**src/rtl/smc_pkg.sv**
```systemverilog
// smc_pkg: shared types and helpers for the streaming MOSFET top-K calculator.
//   state_e  - batch controller states
//   region_e - device operating region
//   MODE_ID / MODE_MAX - bit positions inside the 2-bit mode word
//   weight() - per-slot weight applied while summing the selected window
package smc_pkg;

  typedef enum logic [1:0] {IDLE, LOAD, SUM, OUT} state_e;
  typedef enum logic [1:0] {CUTOFF, TRIODE, SAT} region_e;

  localparam int MODE_ID  = 0;
  localparam int MODE_MAX = 1;

  // Id batches weight the i-th selected result by K+i; gm batches are a plain sum.
  function automatic int unsigned weight(input int unsigned i, input int unsigned k,
                                         input logic is_id);
    return is_id ? (k + i) : 32'd1;
  endfunction

endpackage

```
**src/rtl/smc_stream_topk_dev_calc.sv**
```systemverilog
// smc_dev_calc: combinational single-device evaluator (Kn = 1/3, no body effect/CLM).
// Ports:
//   w, v_gs, v_ds - unsigned device geometry / bias (VW bits each)
//   is_id         - 1: drain current Id, 0: transconductance gm
//   res           - truncated result, RW bits
module smc_dev_calc
  import smc_pkg::*;
#(
  parameter int VW  = 3,
  parameter int VTH = 1,
  parameter int RW  = 3 * VW + 2
) (
  input  logic [VW-1:0] w,
  input  logic [VW-1:0] v_gs,
  input  logic [VW-1:0] v_ds,
  input  logic          is_id,
  output logic [RW-1:0] res
);

  localparam logic [RW-1:0] VTH_X = RW'(VTH);
  localparam logic [RW-1:0] THREE = RW'(3);

  logic [RW-1:0] w_x, gs_x, ds_x, ov_x, num;
  region_e       region;

  assign w_x  = RW'(w);
  assign gs_x = RW'(v_gs);
  assign ds_x = RW'(v_ds);
  assign ov_x = gs_x - VTH_X;

  always_comb begin
    if (gs_x <= VTH_X)              region = CUTOFF;
    else if (gs_x > ds_x + VTH_X)   region = TRIODE;
    else                            region = SAT;
  end

  // Whole numerator is built at RW bits before the single truncating divide.
  always_comb begin
    num = '0;
    case (region)
      TRIODE:  num = is_id ? ds_x * w_x * ((ov_x << 1) - ds_x) : (w_x * ds_x) << 1;
      SAT:     num = is_id ? w_x * ov_x * ov_x : (w_x * ov_x) << 1;
      default: num = '0;
    endcase
  end

  assign res = num / THREE;

endmodule

```
**src/rtl/smc_stream_topk.sv**
```systemverilog
// smc_stream_topk: streams N_DEV devices per batch, keeps a descending sorted list
// of their Id/gm results and emits the weighted sum of the K largest or smallest.
// Ports:
//   clk, rst            - clock, synchronous active-high reset
//   in_valid, in_ready  - device handshake (accept = in_valid && in_ready)
//   mode                - [0] Id/gm, [1] largest/smallest; taken from first device
//   w, v_gs, v_ds       - device inputs
//   out_valid, out_n    - one-cycle result strobe and weighted sum (0 when idle)
//
// state | meaning
// IDLE  | waiting for first device of a batch
// LOAD  | accepting devices 2..N_DEV, inserting each into the sorted list
// SUM   | K cycles accumulating weighted window entries
// OUT   | result strobe; list and accumulator cleared on exit
module smc_stream_topk
  import smc_pkg::*;
#(
  parameter int N_DEV = 6,
  parameter int K     = 3,
  parameter int VW    = 3,
  parameter int VTH   = 1,
  localparam int RW   = 3 * VW + 2,
  localparam int OW   = RW + 2 * $clog2(2 * K)
) (
  input  logic          clk,
  input  logic          rst,
  input  logic          in_valid,
  output logic          in_ready,
  input  logic [1:0]    mode,
  input  logic [VW-1:0] w,
  input  logic [VW-1:0] v_gs,
  input  logic [VW-1:0] v_ds,
  output logic          out_valid,
  output logic [OW-1:0] out_n
);

  localparam int CW = $clog2(N_DEV + 1);
  localparam int IW = (N_DEV > 1) ? $clog2(N_DEV) : 1;
  localparam int KW = (K > 1) ? $clog2(K) : 1;

  state_e        state;
  logic [CW-1:0] count;
  logic [1:0]    mode_q;
  logic [KW-1:0] sum_cnt;
  logic [OW-1:0] acc;
  logic [RW-1:0] list_q   [N_DEV];
  logic [RW-1:0] list_ins [N_DEV];
  logic [N_DEV-1:0] keep;
  logic [RW-1:0] dev_res;
  logic          is_id_cur;
  logic          accept;
  logic [KW-1:0] sum_i;
  logic [IW-1:0] sel_idx;
  logic [OW-1:0] term;

  assign in_ready  = (state == IDLE) || (state == LOAD);
  assign accept    = in_valid && in_ready;
  assign out_valid = (state == OUT);
  assign out_n     = (state == OUT) ? acc : '0;

  // The first device of a batch is evaluated with the mode it brings in.
  assign is_id_cur = (state == IDLE) ? mode[MODE_ID] : mode_q[MODE_ID];

  smc_dev_calc #(.VW(VW), .VTH(VTH), .RW(RW)) u_calc (
    .w     (w),
    .v_gs  (v_gs),
    .v_ds  (v_ds),
    .is_id (is_id_cur),
    .res   (dev_res)
  );

  // keep[] marks the prefix of filled entries >= new value; since ties stay ahead,
  // the new value lands right after that prefix and the tail shifts down one slot.
  always_comb begin
    for (int j = 0; j < N_DEV; j++)
      keep[j] = (CW'(j) < count) && (list_q[j] >= dev_res);
    list_ins[0] = keep[0] ? list_q[0] : dev_res;
    for (int j = 1; j < N_DEV; j++) begin
      if (keep[j])          list_ins[j] = list_q[j];
      else if (keep[j-1])   list_ins[j] = dev_res;
      else                  list_ins[j] = list_q[j-1];
    end
  end

  // sum_cnt counts down K-1..0; sum_i is the matching ascending window slot.
  assign sum_i   = KW'(K - 1) - sum_cnt;
  assign sel_idx = mode_q[MODE_MAX] ? IW'(sum_i) : IW'(N_DEV - K) + IW'(sum_i);
  assign term    = OW'(weight(32'(sum_i), K, mode_q[MODE_ID])) * OW'(list_q[sel_idx]);

  always_ff @(posedge clk) begin
    if (rst) begin
      state   <= IDLE;
      count   <= '0;
      mode_q  <= '0;
      sum_cnt <= '0;
      acc     <= '0;
      for (int j = 0; j < N_DEV; j++) list_q[j] <= '0;
    end else begin
      case (state)
        IDLE: if (accept) begin
          mode_q <= mode;
          list_q <= list_ins;
          count  <= CW'(1);
          state  <= LOAD;
        end
        LOAD: if (accept) begin
          list_q <= list_ins;
          count  <= count + CW'(1);
          if (count == CW'(N_DEV - 1)) begin
            state   <= SUM;
            sum_cnt <= KW'(K - 1);
          end
        end
        SUM: begin
          acc <= acc + term;
          if (sum_cnt == '0) state <= OUT;
          else               sum_cnt <= sum_cnt - KW'(1);
        end
        OUT: begin
          state <= IDLE;
          count <= '0;
          acc   <= '0;
          for (int j = 0; j < N_DEV; j++) list_q[j] <= '0;
        end
        default: state <= IDLE;
      endcase
    end
  end

endmodule

```
**config.mk**
```make
export PLATFORM = sky130hd
export DESIGN_NAME = smc_stream_topk
export DESIGN_NICKNAME = d
export VERILOG_FILES = /design/src/rtl/smc_pkg.sv /design/src/rtl/smc_stream_topk_dev_calc.sv /design/src/rtl/smc_stream_topk.sv
export SDC_FILE = /design/constraint.sdc
export NUM_CORES = 1
export LEC_CHECK = 0
export CORE_ASPECT_RATIO = 1.25
export CORE_MARGIN = 1.5
export CORE_UTILIZATION = 50
export CTS_CLUSTER_DIAMETER = 60
export DETAILED_ROUTE_END_ITERATION = 10
export PLACE_DENSITY = 0.67
export SLEW_MARGIN = 20
export SYNTH_ARGS = -nofsm -noshare
export SYNTH_HDL_FRONTEND = slang
export SYNTH_HIERARCHICAL = 1
export SYNTH_SLANG_ARGS = --single-unit
```
**constraint.sdc**
```tcl
create_clock -name clk -period 27.3 [get_ports clk]
set_clock_uncertainty 0.05 [all_clocks]
set_input_delay 5.46 -clock clk [delete_from_list [all_inputs] [get_ports clk]]
set_output_delay 5.46 -clock clk [all_outputs]
set_load 0.005 [all_outputs]
```
### M4 wires, run 1

Scale: 2 px per um.
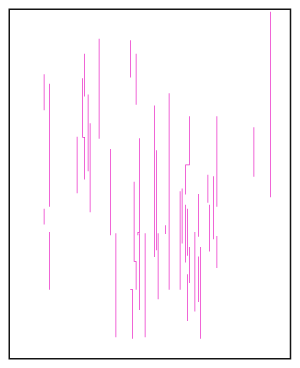
longest straight run	97.9 um
nets with wire on the layer	37
share of all routed wire	4.9%
wire length on this layer	1550 um
main direction	vertical
routed via count: 10500
final WL: 31600 um

### Wiring by layer, run 1

Scale: 1.5 px per um. Only two layers are drawn.
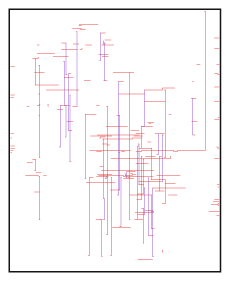
layer	color	wire length
met4	purple	1550 um
met3	red	982 um
GRT Overall Usage: 0.266
drt wl/cell: 18.1 um

==> GITHUB_STEP_SUMMARY, run 1 <==
## Implementation flow summary

| Metric | Value |
|---|---|
| Failing checks | DRC |
| Clk latency late pin | 0.36 ns |
| Area Overhead vs Synth | 7.46% |
| Chip area line of the yosys report | 0.0117 mm2 |
| Ports | 33 |
| Design area | 0.0126 mm2 |
| TritonCTS clock tree | done |
| Post-CTS sizing | 0 |
| Cts bufs inserted | 9 |
| Synthesized netlist cell count | 1447 |
| Worst slack, placed | 8.84 ns |
| Largest logic family | adder cells |
| Die area | 0.0243 mm2 |
| Power density over the cells | 102 mW/mm2 |
| Pint | 0.593 mW |
| RR Endpoint | list_q[55] |
| Nets | 1686 |
| Dominant logic cell type in the layout | nand2_1 |
| Number of fill cells | 2196 |
| Critical path type | in2reg |
| Top layer in use | met4 |
| Leak | 5.73 nW |
| Clk buf depth | 2 |
| CTS root buf | clkbuf_16 |
| Seq share, synth | 0.157 |
| Setup tns final | 0 ns |
| Clock-pin slew on the worst setup and hold paths | 0.07 ns |
| Slew Viols, Final | 0 |
| Syn Nets | 1680 |
| Final WS setup | 9.11 ns |
| Reg-to-reg slack, setup | 19.15 ns |
| CP peak stage delay | 0.72 ns |
| Routability cong. | 0.897 |
| Sequential cell area | 0.00184 mm2 |
| Mux area share | 0.0807 |
| Fp_density | 0.510 |
| Syn Area/Cell | 8.09 um2 |
| Die Y | 174 um |
| Ant diodes | 0 |
| Die W | 140 um |
| Routing usage on met1 | 0.287 |
| # Cells Yosys | 1447 |
| Post-CTS setup buffer count | 0 |
| Fmax | 0.0550 GHz |
| Cell Area, Placed | 0.0123 mm2 |
| Outcome | finished, violations left |
| Met3 wire length | 981 um |
| Final ANT Viol Nets | 0 |
| Worst Hold Path EP | acc[10] |
| Hold WC Path Type | reg2reg |
| Setup-failing EPs final | 0 |
| Routed wl met2 | 16700 um |
| Reg2reg start | state[0] |
| XOR Share, Synth | 0.0276 |
| CORE AREA | 0.0230 mm2 |
| Area share of fa/ha/maj cells after synthesis | 0.271 |
| Aoi share | 0.193 |
| Combinational Power Share | 0.763 |
| Setup crit end kind | flip-flop |
| Hold Buf Count CTS | 0 |
| Async SR Flop Fraction | 0 |
| Worst Path Arrival | 18.36 ns |
| Comb gate area | 0.00918 mm2 |
| Netlist cell types | 91 |
| Worst-path fanout max | 12 |
| Clock tree sinks | 92 |
| Sw Share | 0.539 |
| H-tree depth | 3 |
| Reg2Reg Depth | 27 |
| Hold_sp | acc[10] |
| Log Warnings | 31 |
| Maximum vdd ir drop | 0.0000414 V |
| Yosys simple share | 0.211 |
| Most frequent cells in the layout | 170 x nand2_1, 161 x ha_1, 133 x nor2_1, 116 x inv_1, 92 x dfxtp_1 |
| DR vias/cell | 6.00 |
| Startpoint Class | input pin |
| Register share of total power | 0.135 |
| Worst-margin pin slew | 0.981 ns |
| CP dominant cell by count | ha_1 |
| M3 GR Usage | 0.0231 |
| Max Cap Viol | 0 |
| Port Buf Inserts | 32 |
| First-pass GRT wire length | 52300 um |
| Hold Fails Final Rpt | 0 |
| Initial DRC Count | 534 |
| M1 WL | 12400 um |
| Yosys warns | 6 |
| Vias in the first global route | 10600 |
| Main flop type | dfxtp_1 |
| Slew HR | 0.344 |
| Initial antenna violation count | 0 |
| Met2 track demand over resource | 0.506 |
| Row Count | 62 |
| Largest net degree at the start of global routing | 30 |
| DRT Pass-1 Iters | 8 |
| Slowest CP cell | clkdlybuf4s50_1 |
| Power share of the clock group | 0.102 |
| Synth Register Bits | 92 |
| Hold Path Depth | 2 |
| DP HPWL | 25000 um |
| RSZ-0062 raised after global routing | no |
| Congestion Overflow GR | 0 |
| Busiest grt layer | met2 |
| Final Critical Period | 18.19 ns |
| Synth Cell Area | 0.0117 mm2 |
| Drt drc | 3 |
| Share of cells above drive strength 1 | 0.0556 |
| Crit share post-route | 0.666 |
| Post-synth EDFFs | 0 |
| WP data required | 27.46 ns |
| Net Switching | 0.695 mW |
### Logic cells by family, run 1

Scale: 2 px per um.
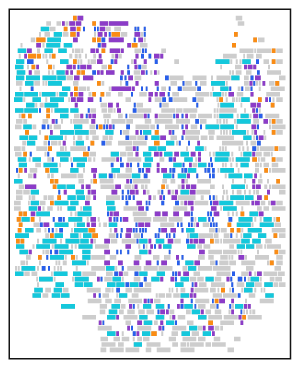
family	color	cells	most used
adder and majority cells	cyan	219	ha_1
NAND gates	blue	238	nand2_1
AND and OR gates	orange	91	and2_1
inverting AOI/OAI gates	purple	253	a21oi_1

==> run 1: state kept, by name, summed over array words and instances (netlist names) <==
name and cells:
acc 17, list_q 66, mode_q 2, sum_cnt 2, count 3, state 2
==> run 1: power by group through the flow <==
| stage | sequential (mW) | clock, mW | combinational [mW] |
|---|---|---|---|
| final | 0.174 | 0.132 | 0.982 |
| after global routing | 0.176 | 0.138 | 1.11 |
| after CTS | 0.173 | 0.134 | 0.976 |
| after detailed placement | 0.176 | 0 | 0.968 |
| after global placement | 0.176 | 0 | 0.951 |
| after floorplan | 0.168 | 0 | 0.714 |
==> run 1: worst max-delay path: cells and delay by family <==
| family | cells | cell delay (ns) |
|---|---|---|
| compound gates | 13 | 4.34 |
| buf+inv | 4 | 1.42 |
| mux | 2 | 0.50 |
| fa+ha+maj | 12 | 4.70 |
| xor+xnor | 1 | 0.65 |
| simple gates | 10 | 1.25 |
==> run 1: cell type report <==
class | instances | area share
well taps | 288 | 0.0287
clock inverters | 3 | 0.00368
repair buffers | 48 | 0.0350
inverters | 120 | 0.0358
multi-input cells | 1182 | 0.730
flip-flops and latches | 92 | 0.146
clock buffers | 12 | 0.0204
==> run 1: metrics by stage <==
step	util	power, mW	hold WS [ns]	instances
global placement	0.534	1.13	0.399	1730
global route	0.548	1.42	0.457	1745
CTS	0.548	1.28	0.433	1745
floorplan	-	0.882	0.390	1447
detailed placement	0.534	1.14	0.422	1730
finish	0.548	1.29	0.432	1745
==> run 1: how the worst max path moves through the flow <==
stage / slack [ns] / end / startpoint
2_1_floorplan: 11.42 / list_q[1] / v_gs[0]
3_3_place_gp: 8.86 / list_q[53] / v_gs[0]
3_5_place_dp: 8.84 / list_q[55] / v_gs[0]
4_1_cts: 9.17 / list_q[55] / v_gs[0]
5_1_grt: 8.03 / list_q[55] / v_gs[0]
6_report: 9.11 / list_q[55] / v_gs[0]
==> run 1: synth_stat cells, types with 4 or more instances <==
library cell | n | share of area
o2111ai_1 | 5 | 0.0037
o2bb2ai_1 | 22 | 0.016
nor3_1 | 33 | 0.014
nor2b_1 | 17 | 0.0091
o22ai_1 | 7 | 0.0037
nor2_1 | 133 | 0.043
nand2b_1 | 25 | 0.013
a22o_1 | 11 | 0.0082
o21ai_1 | 5 | 0.0021
clkbuf_1 | 39 | 0.013
ha_1 | 161 | 0.17
xor2_1 | 15 | 0.011
and2_1 | 46 | 0.025
a32oi_1 | 14 | 0.010
a2111oi_0 | 5 | 0.0037
a211oi_1 | 23 | 0.015
mux2i_1 | 73 | 0.062
o21a_1 | 11 | 0.0071
inv_1 | 116 | 0.037
xnor2_1 | 20 | 0.015
a21oi_1 | 68 | 0.029
fa_1 | 58 | 0.099
dfxtp_1 | 92 | 0.16
mux2_2 | 12 | 0.012
or3_1 | 9 | 0.0048
nand2_1 | 170 | 0.055
o21ai_0 | 64 | 0.027
and3_1 | 10 | 0.0053
or2_2 | 11 | 0.0059
and4_1 | 4 | 0.0030
buf_2 | 8 | 0.0034
nand4_1 | 6 | 0.0032
o211ai_1 | 5 | 0.0032
a21o_1 | 21 | 0.013
nand3_1 | 34 | 0.015
### Clock nets, run 1

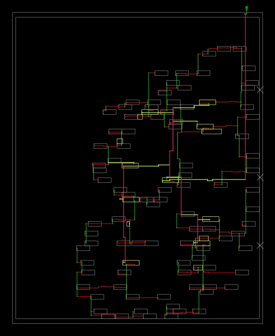

## Run 2: what changed since run 1
PLACE_DENSITY = 0.69   (was 0.67)
clock period = 14.6 ns   (was 27.3 ns; I/O delays follow)
### Clock nets, run 2

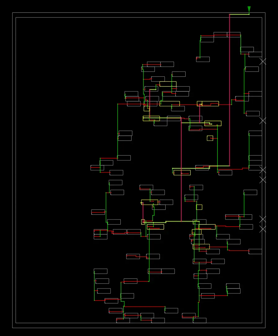
clock buffer count: 10
cts bufs inserted: 9
clk latency late pin: 0.35 ns
seq_cells: 92
Clk. pwr: 0.248 mW

==> run 2 against run 1 <==
Effect of this change: the run still ends with DRC left; non-clock buffer count is 27 higher; combinational power up 97%; clock power is 88% higher; setup slack worse by 8.5 ns; total power grew 95%; global-route usage decreased by 0.22 points; count of clock-buffer cells in the layout fell by 2; die area did not move; sequential power increased by 89%; cell area rose by 1.8%; wire length about the same; sequential share of layout area fell by 0.26 points; critical path type unchanged; highest routed layer unchanged.
==> GITHUB_STEP_SUMMARY, run 2 <==
## Implementation flow summary

| Metric | Value |
|---|---|
| Reg2reg start | state[0] |
| CTS root buf | clkbuf_16 |
| Area Overhead vs Synth | 9.40% |
| Row Count | 62 |
| Crit share post-route | 0.957 |
| Routability cong. | 0.872 |
| Setup-failing EPs final | 0 |
| Design area | 0.0128 mm2 |
| Drt wl/cell | 17.9 um |
| Worst Path Arrival | 14.22 ns |
| Chip area line of the yosys report | 0.0117 mm2 |
| Post-CTS sizing | 0 |
| DR vias/cell | 5.95 |
| Largest net degree at the start of global routing | 30 |
| Routed via count | 10600 |
| Share of cells above drive strength 1 | 0.0768 |
| Max Cap Viol | 0 |
| Setup crit end kind | flip-flop |
| Worst slack, placed | 0.0702 ns |
| GRT Overall Usage | 0.264 |
| Die area | 0.0243 mm2 |
| CP Buf/Inv Count | 9 |
| Failing checks | DRC |
| TritonCTS clock tree | done |
| Drt drc | 6 |
| Vias in the first global route | 10700 |
| Most frequent cells in the layout | 170 x nand2_1, 161 x ha_1, 133 x nor2_1, 116 x inv_1, 92 x dfxtp_1 |
| CORE AREA | 0.0230 mm2 |
| Die W | 140 um |
| # Cells Yosys | 1447 |
| Hold Fails Final Rpt | 0 |
| Yosys warns | 6 |
| Ant diodes | 0 |
| Main flop type | dfxtp_1 |
| Port Buf Inserts | 32 |
| Syn Area/Cell | 8.09 um2 |
| Reg2Reg Depth | 29 |
| Clock-pin slew on the worst setup and hold paths | 0.08 ns |
| Slew HR | 0.313 |
| RR Endpoint | list_q[5] |
| Final ANT Viol Nets | 0 |
| Leak | 5.87 nW |
| Worst hold slack | 0.418 ns |
| Clock tree sinks | 92 |
| Ports | 33 |
| Seq share, synth | 0.157 |
| Hold WC Path Type | reg2reg |
| Setup tns final | 0 ns |
| Critical path type | in2reg |
| First-pass GRT wire length | 52200 um |
| Synth Register Bits | 92 |
| Initial antenna violation count | 0 |
| Log Warnings | 31 |
| DP HPWL | 25400 um |
| CP dominant cell by count | fa_1 |
| Slowest CP cell | fa_1 |
| Initial DRC Count | 577 |
| Slew Viols, Final | 0 |
| Dominant logic cell type in the layout | nand2_1 |
| Synthesized netlist cell count | 1447 |
| Number of fill cells | 2172 |
| Hold Path Depth | 2 |
| WP data required | 14.85 ns |
| Startpoint Class | input pin |
| Count leader, synth | nand2_1 |
| Top cell area share | 0.172 |
| Power density over the cells | 196 mW/mm2 |
| Post-CTS setup buffer count | 0 |
| CP peak stage delay | 0.66 ns |
| Outcome | finished, violations left |
| Post-synth EDFFs | 0 |
| Maximum vdd ir drop | 0.000102 V |
| Congestion Overflow GR | 0 |
| CP top delay family | adder cells |
| Synth area leader | ha_1 |
| Netlist cell types | 91 |
| Reg-to-reg slack, setup | 7.08 ns |
| Nets | 1713 |
| Largest registers | list_q (66), acc (17), count (3) |
| Final Critical Period | 13.97 ns |
| Synth top cells by count | 170 x nand2_1, 161 x ha_1, 133 x nor2_1 |
| Syn Nets | 1680 |
| Async SR Flop Fraction | 0 |
| RSZ-0062 raised after global routing | no |
| Final WL | 31700 um |
| Number of flip-flops in the largest register | 66 |
| Hold_sp | acc[10] |
| Die Y | 174 um |
| Worst Hold Path EP | acc[10] |
| DRT Pass-1 Iters | 9 |
| H-tree depth | 3 |
| Register bank with the most flops | list_q |
| Synth Cell Area | 0.0117 mm2 |
| Fp_density | 0.510 |
| Final WS setup | 0.635 ns |
| Cell Area, Placed | 0.0125 mm2 |
| Fmax | 0.0716 GHz |
| Main area contributors | ha_1 17%, dfxtp_1 16%, fa_1 9.9% |
| Hold Buf Count CTS | 0 |
| Layout Utilization | 0.557 |
| Worst-margin pin slew | 1.03 ns |
| Clk buf depth | 2 |
| Worst-path fanout max | 11 |
## run 2: cell counts after synthesis
Identical to the previous run, type by type.
## run 2: how the worst max path moves through the flow
| stage | startpoint | end | slack [ns] | cells after the start |
|---|---|---|---|---|
| CTS | v_gs[1] | list_q[55] | 0.38 | 39 |
| detailed placement | v_gs[1] | list_q[58] | 0.07 | 39 |
| global placement | v_gs[1] | list_q[6] | 0.10 | 40 |
| floorplan | v_gs[0] | list_q[1] | 1.26 | 42 |
| finish | w[0] | list_q[5] | 0.63 | 44 |
| global route | w[0] | list_q[49] | 0.01 | 42 |
## run 2: cell families (layout without fill, tap and decap cells)
| logic type | Yosys count | count (layout) | synth area share |
|---|---|---|---|
| buf+inv | 173 | 211 | 0.0586 |
| simple gates | 519 | 519 | 0.211 |
| compound gates | 318 | 318 | 0.193 |
| fa+ha+maj | 219 | 219 | 0.271 |
| flops | 92 | 92 | 0.157 |
| mux | 89 | 89 | 0.0807 |
| other cells | 1 | 1 | 0.000320 |
| xor+xnor | 36 | 36 | 0.0276 |
## run 2: power breakdown
group | switching [mW] | internal [mW]
combinational | 1.19 | 0.747
clock | 0.109 | 0.139
sequential | 0.0436 | 0.285
## run 2: final cells by class
cell class / instances / area, um2 / share of cell area
well taps: 288 / 360 / 0.0281
flip-flops and latches: 92 / 1840 / 0.144
clock buffers: 10 / 239 / 0.0187
multi-input cells: 1182 / 9200 / 0.719
repair buffers: 75 / 643 / 0.0502
clock inverters: 6 / 68.8 / 0.00538
inverters: 120 / 450 / 0.0352
## run 2: worst register-to-register path, delay by kind of cell, from the launching register on
family                   cells  cell delay [ns]
AND/OR/NAND/NOR              5             0.80
AND-OR/OR-AND               13             3.27
flip-flops                   1             0.41
adder cells (fa/ha/maj)      3             0.84
buffers and inverters        5             1.13
multiplexers                 3             0.97
## run 2: metal layers
| metal | up-vias | global-route usage | wire (um) |
|---|---|---|---|
| met5 | - | 0 | 0 |
| met4 | 0 | 0.161 | 2030 |
| met3 | 117 | 0.0204 | 857 |
| met2 | 257 | 0.502 | 16300 |
| met1 | 5010 | 0.282 | 12400 |
| li1 | 5170 | - | - |
## run 2: metrics by stage
step	power, mW	std cells
after floorplan	1.65	1447
after global placement	2.19	1757
after detailed placement	2.23	1757
after CTS	2.49	1773
after global routing	2.74	1773
final	2.51	1773
No activity file was given, so power comes from the tool's default toggle rates.
